===== config.mk =====
export PLATFORM = sky130hd
export DESIGN_NAME = alu4_mul_seq
export DESIGN_NICKNAME = d
export VERILOG_FILES = /design/src/rtl/alu4_mul_seq.sv
export SDC_FILE = /design/constraint.sdc
export NUM_CORES = 1
export LEC_CHECK = 0
export CAP_MARGIN = 40
export CORE_MARGIN = 8
export CORE_UTILIZATION = 63
export DETAILED_ROUTE_END_ITERATION = 7
export DONT_BUFFER_PORTS = 1
export GPL_TIMING_DRIVEN = 0
export PLACE_DENSITY = 0.79
export SLEW_MARGIN = 20
export SYNTH_ARGS = -nofsm -noshare
export SYNTH_HDL_FRONTEND = slang
export SYNTH_HIERARCHICAL = 1
export SYNTH_SLANG_ARGS = --single-unit

===== constraint.sdc =====
create_clock -name clk -period 2.6 [get_ports clk]
set_clock_uncertainty 0.05 [all_clocks]
set_input_delay 0.52 -clock clk [delete_from_list [all_inputs] [get_ports clk]]
set_output_delay 0.52 -clock clk [all_outputs]
set_load 0.01 [all_outputs]

===== src/rtl/alu4_mul_seq.sv =====
// alu4_mul_seq: unsigned 4x4->8 shift-and-add multiplier that sequences one alu4 held in add mode
// Ports: clk        rising-edge clock
//        reset_n    asynchronous active-low reset
//        start      accept mcand/mplier (honoured in IDLE or DONE)
//        mcand      4-bit unsigned multiplicand
//        mplier     4-bit unsigned multiplier
//        busy       high for the four iteration cycles
//        done       one-cycle pulse, product valid in the same cycle
//        product    8-bit result, held until the next product is formed
module alu4 (
  input  logic [3:0] a,
  input  logic [3:0] b,
  input  logic [2:0] op,
  output logic [3:0] result,
  output logic       c,
  output logic       n,
  output logic       z,
  output logic       v
);
  logic [4:0] add_w, sub_w;
  assign add_w = {1'b0, a} + {1'b0, b};
  assign sub_w = {1'b0, a} - {1'b0, b};
  always_comb begin
    {c, result} = op == 3'b110 ? add_w :
                  op == 3'b111 ? sub_w :
                  {1'b0, op == 3'b000 ? a & b :
                         op == 3'b001 ? a | b :
                         op == 3'b010 ? a ^ b :
                         op == 3'b011 ? ~a :
                         op == 3'b100 ? {a[2:0], 1'b0} : {1'b0, a[3:1]}};
    n = result[3];
    z = result == 4'h0;
    v = op == 3'b110 ? (a[3] == b[3]) && (result[3] != a[3]) :
        op == 3'b111 ? (a[3] != b[3]) && (result[3] != a[3]) : 1'b0;
  end
endmodule

module alu4_mul_seq (
  input  logic       clk,
  input  logic       reset_n,
  input  logic       start,
  input  logic [3:0] mcand,
  input  logic [3:0] mplier,
  output logic       busy,
  output logic       done,
  output logic [7:0] product
);
  typedef enum logic [1:0] {IDLE, EXEC, DONE} state_t;
  state_t     state_q, state_d;
  logic [3:0] mc_q, mc_d, hi_q, hi_d, lo_q, lo_d;
  logic [1:0] cnt_q, cnt_d;
  logic [7:0] product_q, product_d;
  logic [3:0] alu_sum;
  logic       alu_c, unused_n, unused_z, unused_v;
  alu4 u_alu (
    .a(hi_q), .b(mc_q), .op(3'b110),
    .result(alu_sum), .c(alu_c), .n(unused_n), .z(unused_z), .v(unused_v)
  );
  always_ff @(posedge clk or negedge reset_n) begin
    if (!reset_n) begin
      state_q   <= IDLE;
      mc_q      <= 4'h0;
      hi_q      <= 4'h0;
      lo_q      <= 4'h0;
      cnt_q     <= 2'd0;
      product_q <= 8'h00;
    end else begin
      state_q   <= state_d;
      mc_q      <= mc_d;
      hi_q      <= hi_d;
      lo_q      <= lo_d;
      cnt_q     <= cnt_d;
      product_q <= product_d;
    end
  end
  always_comb begin
    state_d   = state_q;
    mc_d      = mc_q;
    hi_d      = hi_q;
    lo_d      = lo_q;
    cnt_d     = cnt_q;
    product_d = product_q;
    if (state_q == EXEC) begin
      // carry-out lands in hi[3]; sum[0] shifts into lo[3]
      {hi_d, lo_d} = lo_q[0] ? {alu_c, alu_sum, lo_q[3:1]} : {1'b0, hi_q, lo_q[3:1]};
      cnt_d = cnt_q + 2'd1;
      if (cnt_q == 2'd3) begin
        state_d   = DONE;
        product_d = {hi_d, lo_d};
      end
    end else begin
      state_d = start ? EXEC : IDLE;
      if (start) begin
        mc_d  = mcand;
        lo_d  = mplier;
        hi_d  = 4'h0;
        cnt_d = 2'd0;
      end
    end
  end
  assign busy    = state_q == EXEC;
  assign done    = state_q == DONE;
  assign product = product_q;
endmodule


==> results_dict.tcl <==
# metrics dict for downstream scripts
set metrics [dict create \
    mostFrequentLayoutCells "dfrtp_1, o21ai_0, nand2_1, conb_1, inv_1" \
    cts_tree "yes" \
    globalRouteMet1Util_pct 20.9 \
    timing_worst_setup_path_type "flop to flop" \
    layout.sequential_cells 24 \
    ff2ff_setup_slack_ns 0.20 \
    drv.max_cap_violation_count 0 \
    layout.non_clock_buffers 13 \
    area_delta_synth_final_pct 7.73 \
    area_dominant_class "logic gates" \
    first_global_vias 1317 \
    clk_latency_ns 0.31 \
    worst_setup_path_start_kind "flop" \
    critPathCapture "product[6]$_DFFE_PN0P_" \
    unrepaired_setup_endpoints_after_global_routing "false" \
    routed_wire_length_per_instance_um 15.1 \
    worstPathBufferInverterCount 2 \
    r2r_end "product[6]$_DFFE_PN0P_" \
    worst_ir_drop_vdd_v 0.000884 \
    drt_pre_antenna_iters 4 \
    layout_top_cell_excl_fill_tap "dfrtp_1" \
    globalRouteTotalUtil_pct 16.9 \
    post-dp-hpwl_um 2810 \
    post-cts-setup-buffer-count 0 \
    arrival_ns 2.58 \
    drv_slew 0 \
    tool_warnings 34 \
    clock_buffers 4 \
    synthesized_netlist_cell_count 184 \
    clk_share_pct 1.95 \
    mi_logic_area_um2 1040 \
    fmax_ghz 0.417 \
    clockRootBuffer "clkbuf_4" \
    die-width_um 68.4 \
    count_of_hold_fix_buffers_inserted_at_cts 1 \
    seq_share_pct 32.3 \
    die_area_um2 4680 \
    multi_input_comb_cells 147 \
    global_route.usage.met3_pct 4.91 \
    antenna_cells_inserted 0 \
    cts_repair_resize_count 0 \
    post_drt_via_cell_ratio 5.56 \
    leakage_uw 0.000888 \
    numClockSinks 24 \
    buffer_ports.inserted 0 \
    cp_slowest_stage_delay_ns 0.47 \
    worst_r2r_startpoint "hi_q[1]$_DFFE_PN0P_" \
    worstPathMaxFanout 8 \
    worst_r2r_path_depth 9 \
    synthesis.yosys.warnings 6 \
    clockBufferDepth 2 \
    min_delay_path_class "input pin to asynchronous set/reset pin" \
    worst_setup_path_startpoint "hi_q[1]$_DFFE_PN0P_" \
    setup_viol_count_final 0 \
    status "finished, final reports clean" \
    worst-path-stages 9 \
    drt_iter0_drc 112 \
    gp_routability_congestion 0.905 \
    layout.nonclk_buf_share_pct 4.69 \
    dr_wl_met2_um 1670 \
    drive_above_1_share_pct 15.8 \
    critical-path-top-cell-by-count "o21ai_0" \
    top_layer_used "met4" \
    ioPinCount 21 \
    syn_area_um2 1730 \
    nNonClkInverters 15 \
    timing.critical_path.required_ns 2.78 \
    clkSlewWorstSetupHoldPaths_ns 0.13 \
    cts_made_buffers 3 \
    critical_path.endpoint_type "flop" \
    crit_family "AND-OR/OR-AND gates" \
    finish.net_count 230 \
    cts-htree-levels 1 \
    nFillCells 219 \
    top_usage_layer "met2" \
    grt_first_pass_wirelength_um 6090 \
    postRouteAntennaNets 0 \
    n_tap_cell 31 \
    syn_area_per_cell_um2 9.41 \
    rows 19 \
    grt_max_degree 25 \
    period_minus_slack_ns 2.40 \
    final-hold-violation-count 0 \
    die_height_um 68.4 \
    wirelength_met1_um 1560 \
    critical-path-slowest-cell "dfrtp_2" \
    globalRouteOverflowTotal 0 \
    wl_met3_um 244 \
    period_used_pct 92.3 \
    drcViolationCount 0 \
    flop_area_um2 602 \
    cp_cell_sequence "inv_1 > ha_1 > a211oi_1 > o21ai_0 > a31o_1 > o22ai_1 > buf_4 > mux2i_1 > o21ai_0" \
    setup-tns-final_ns 0 \
    comb_share_pct 56.0 \
    power_density_normalized_to_cell_area_nw_per_um2 1040 \
    number_of_antenna_violations_at_the_first_check_in_global_routing 0 \
]
stage by stage:
stage / instances / setup slack, ns / cell area [µm²] / hold WS (ns) / total power (µW)
4_1_cts: 234 / 0.119 / 1870 / 0.290 / 1940
3_3_place_gp: 229 / 0.175 / 1820 / 0.175 / 1690
5_1_grt: 234 / 0.0679 / 1870 / 0.143 / 2120
6_report: 234 / 0.200 / 1870 / 0.104 / 1950
2_1_floorplan: 198 / 0.542 / 1780 / 0.174 / 1530
3_5_place_dp: 229 / 0.167 / 1820 / 0.175 / 1750
where the power goes:
part	total (µW)	switching, µW	internal (µW)
Clock	189	103	85.5
Combinational	1040	560	484
Sequential	716	176	541
sequential cells by signal, indices dropped and copies added (netlist names):
register	flops
lo_q	4
mc_q	4
cnt_q	2
product	8
hi_q	4
state_q	2
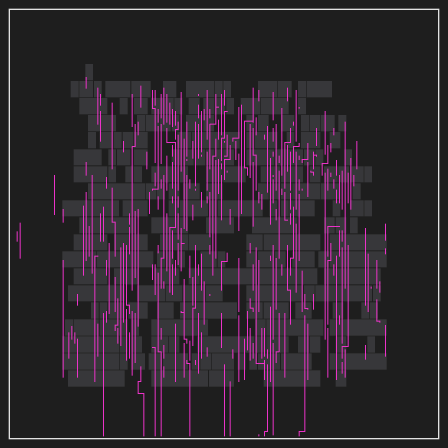
**Above:** signal wires on met2.
main direction	vertical
longest straight run	26.5 µm
wire length on this layer	1670 µm
share of all routed wire	47%
Via Count: 1301
final wirelength: 3530 µm
grt met2 use: 28.2%

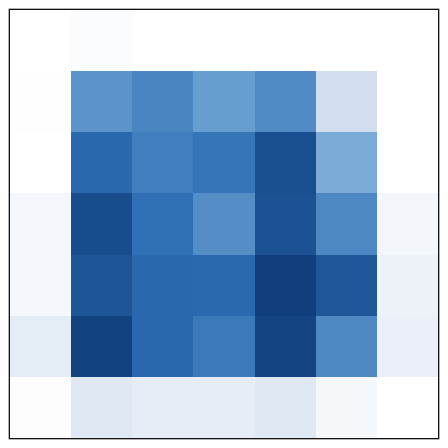
**Above:** cell density map.
The die is cut into 7 by 7 equal tiles; white is low, dark blue is high, 0 to 100% covered.
fullest tile	94%
mean over tiles	39%
tiles over 75% full	25%
core occupancy in the finished layout: 69.4%
area of the core: 2690 µm²
pre-placement core utilization: 64.5%

No activity file was given, so power comes from the tool's default toggle rates.
